Design speech_window_loader, sky130hd; sources not shown.
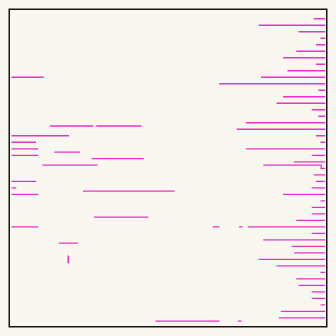
(met3 routing)
main direction: horizontal
longest straight run: 21.9 um
nets with wire on the layer: 64
grt met3 use: 4.14%
total vias in the final route: 1740
detailed-route wire length: 4700 um

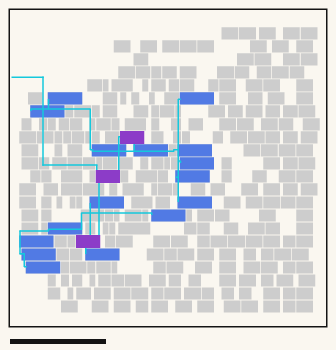
(clock network drawn from the DEF)
The bar under the picture is 20 um long.
legend:
  clock wires:
    colour: cyan
    length: 192 um
  flip-flops:
    colour: blue
    count: 16
  cells driving clock nets:
    colour: purple
    count: 3
routed clock nets: 4
worst clock skew: 0.00397 ns
fraction of power consumed by the clock network: 32.4%
power attributed to the clock group: 131 uW
worst skew pair latency: 0.25 ns

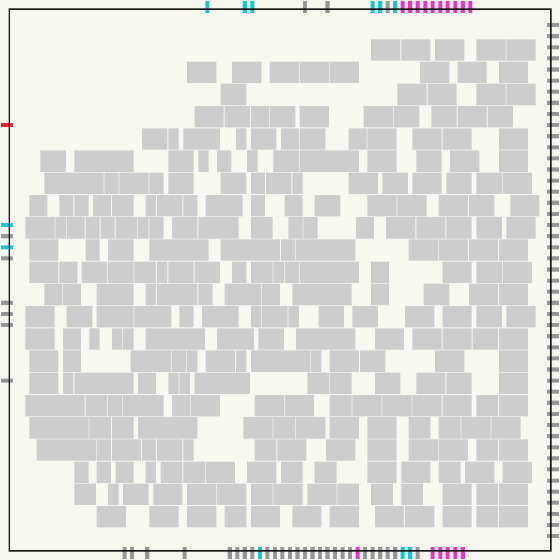
(ports around the boundary)
Pins as bars across the die edge, other pins in grey.
legend:
  clk:
    colour: red
    pins: 1
    direction: input
    edge: west
  memWriteAddr:
    colour: cyan
    pins: 11
    direction: output
    edge: 6 north, 3 south, 2 west
  sampleIn:
    colour: magenta
    pins: 16
    direction: input
    edge: 10 north, 6 south
floorplan die width: 66.1 um
buffers added on ports: 109
die extent in y: 66.1 um

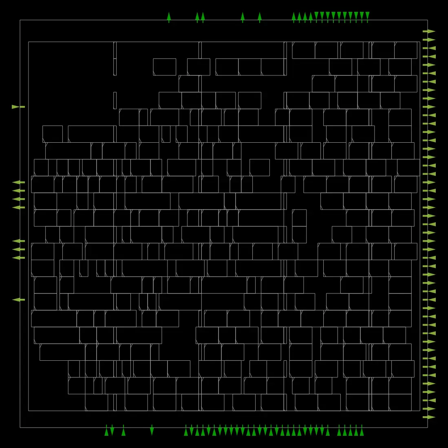
(cell placement)
utilization after layout: 68.8%
number of fillers in the final layout: 331
core region area: 3800 sq um
number of flip-flops and latches: 16
Non-Filler Instances: 331

==> metrics.sh <==
OUTCOME='finished, final reports clean'
TIMING.MAX_CAP.VIOLATIONS=0
AVGROUTEDWIREPERCELL_UM=14.2
SLEW_OF_THE_PIN_WITH_THE_LOWEST_SLEW_MARGIN_NS=1.09
MEAN_AREA_PER_SYNTHESIZED_CELL_SQ_UM=8.01
FINAL_ANT_VIOL_NETS=0
INITIAL_UTILIZATION_PCT=41.1
SHARE_COMB_OF_TOTAL_POWER_PCT=28.9
MAX_FREQ_MHz=328
SETUP.WORST_PATH.CLASS='in2out'
YOSYSMOSTFREQUENTCELL='a22o_1'
NETLIST_TOP_CELLS_AREA='dfxtp_1 (21%), a22o_1 (15%), a21o_1 (8.2%)'
IR_WORST_VDD_V=0.000252
TRACK_USAGE_PCT=21.3
TOP_AREA_SHARE_PCT=20.5
GRT_OVERFLOW_TOTAL=0
POST_CTS.REPAIR.SETUP_BUFFERS=0
SLEW_VIOLATIONS=0
FINAL_NETS=342
NUM_IO_PINS=110
DRC_ERRORS=0
SW_FRAC_OF_TOTAL_PCT=22.2
GP_CONGESTION=0.836
TOTAL_SWITCHING_POWER_uW=89.4
HOLDCRITPATHCLASS='reg2reg'
KIND_OF_LAUNCH_POINT_OF_THE_WORST_SETUP_PATH='input pin'
DRT_FIRST_ITER_VIOLATIONS=66
YOSYS.STAT.CHIPAREA_SQ_UM=1560
PERIOD_USED_PCT=70.8
SYNTH_SEQUENTIAL_AREA_RATIO_PCT=20.5
[power by group through the flow]
| stage | sequential, uW | combinational, uW | clock, uW |
|---|---|---|---|
| finish | 156 | 117 | 131 |
| global placement | 159 | 115 | 0 |
| floorplan | 156 | 40.1 | 0 |
| CTS | 156 | 117 | 134 |
| detailed placement | 159 | 117 | 0 |
| global route | 156 | 125 | 140 |
[worst max-delay path: stages]
cell	delay [ns]
clkdlybuf4s50_1	0.52
and4b_1	0.47
buf_4	0.30
and2_4	0.29
a21o_1	0.11
clkdlybuf4s50_1	0.50
[layer usage]
metal,wire (um),global-route usage (%)
met5,0,0
met4,57,6.38
met3,453,4.14
met1,1850,24.7
met2,2330,38.9
[per-stage QoR]
step / power (uW) / cells / hold slack, ns
2_1_floorplan: 196 / 195 / 0.470
3_3_place_gp: 275 / 327 / 0.486
3_5_place_dp: 276 / 327 / 0.496
4_1_cts: 407 / 331 / 0.504
5_1_grt: 422 / 331 / 0.534
6_report: 403 / 331 / 0.497
[final cells by class]
| class | instances | area [sq um] | share of cell area, % |
|---|---|---|---|
| inverter | 8 | 30.0 | 1.15 |
| sequential | 16 | 320 | 12.3 |
| timing repair buffer | 111 | 1110 | 42.3 |
| multi-input combinational | 144 | 1040 | 39.9 |
| clock buffer | 4 | 55.1 | 2.11 |
| tap | 48 | 60.1 | 2.30 |
[logic make-up (layout without fill, tap and decap cells)]
logic type,Yosys count,count (layout),share of synthesized area [%]
buffers and inverters,35,123,12.7
xor gates and xnor gates,13,13,7.29
AOI/OAI and AO/OA,68,68,31.9
and+or+nand+nor,56,56,22.1
adders and majority gates,6,6,4.81
DFF,16,16,20.5
muxes,1,1,0.641
[cell usage in the layout (no fill, tap or decap), drive strengths merged, types with 2 or more instances in the layout]
cell / Yosys / routed
clkbuf: 6 / 4
or4: 2 / 2
inv: 8 / 8
a22o: 26 / 26
ha: 6 / 6
a211oi: 2 / 2
nand2: 8 / 8
o21ai: 9 / 9
buf: 21 / 2
dfxtp: 16 / 16
nor3b: 4 / 4
o31ai: 2 / 2
xor2: 4 / 4
xnor2: 9 / 9
clkdlybuf4s50: 0 / 109
a21oi: 10 / 10
nor3: 3 / 3
nand4: 3 / 3
and2: 12 / 12
nand3: 3 / 3
or3: 4 / 4
nor2: 9 / 9
a21o: 17 / 17
No activity file was given, so power comes from the tool's default toggle rates.
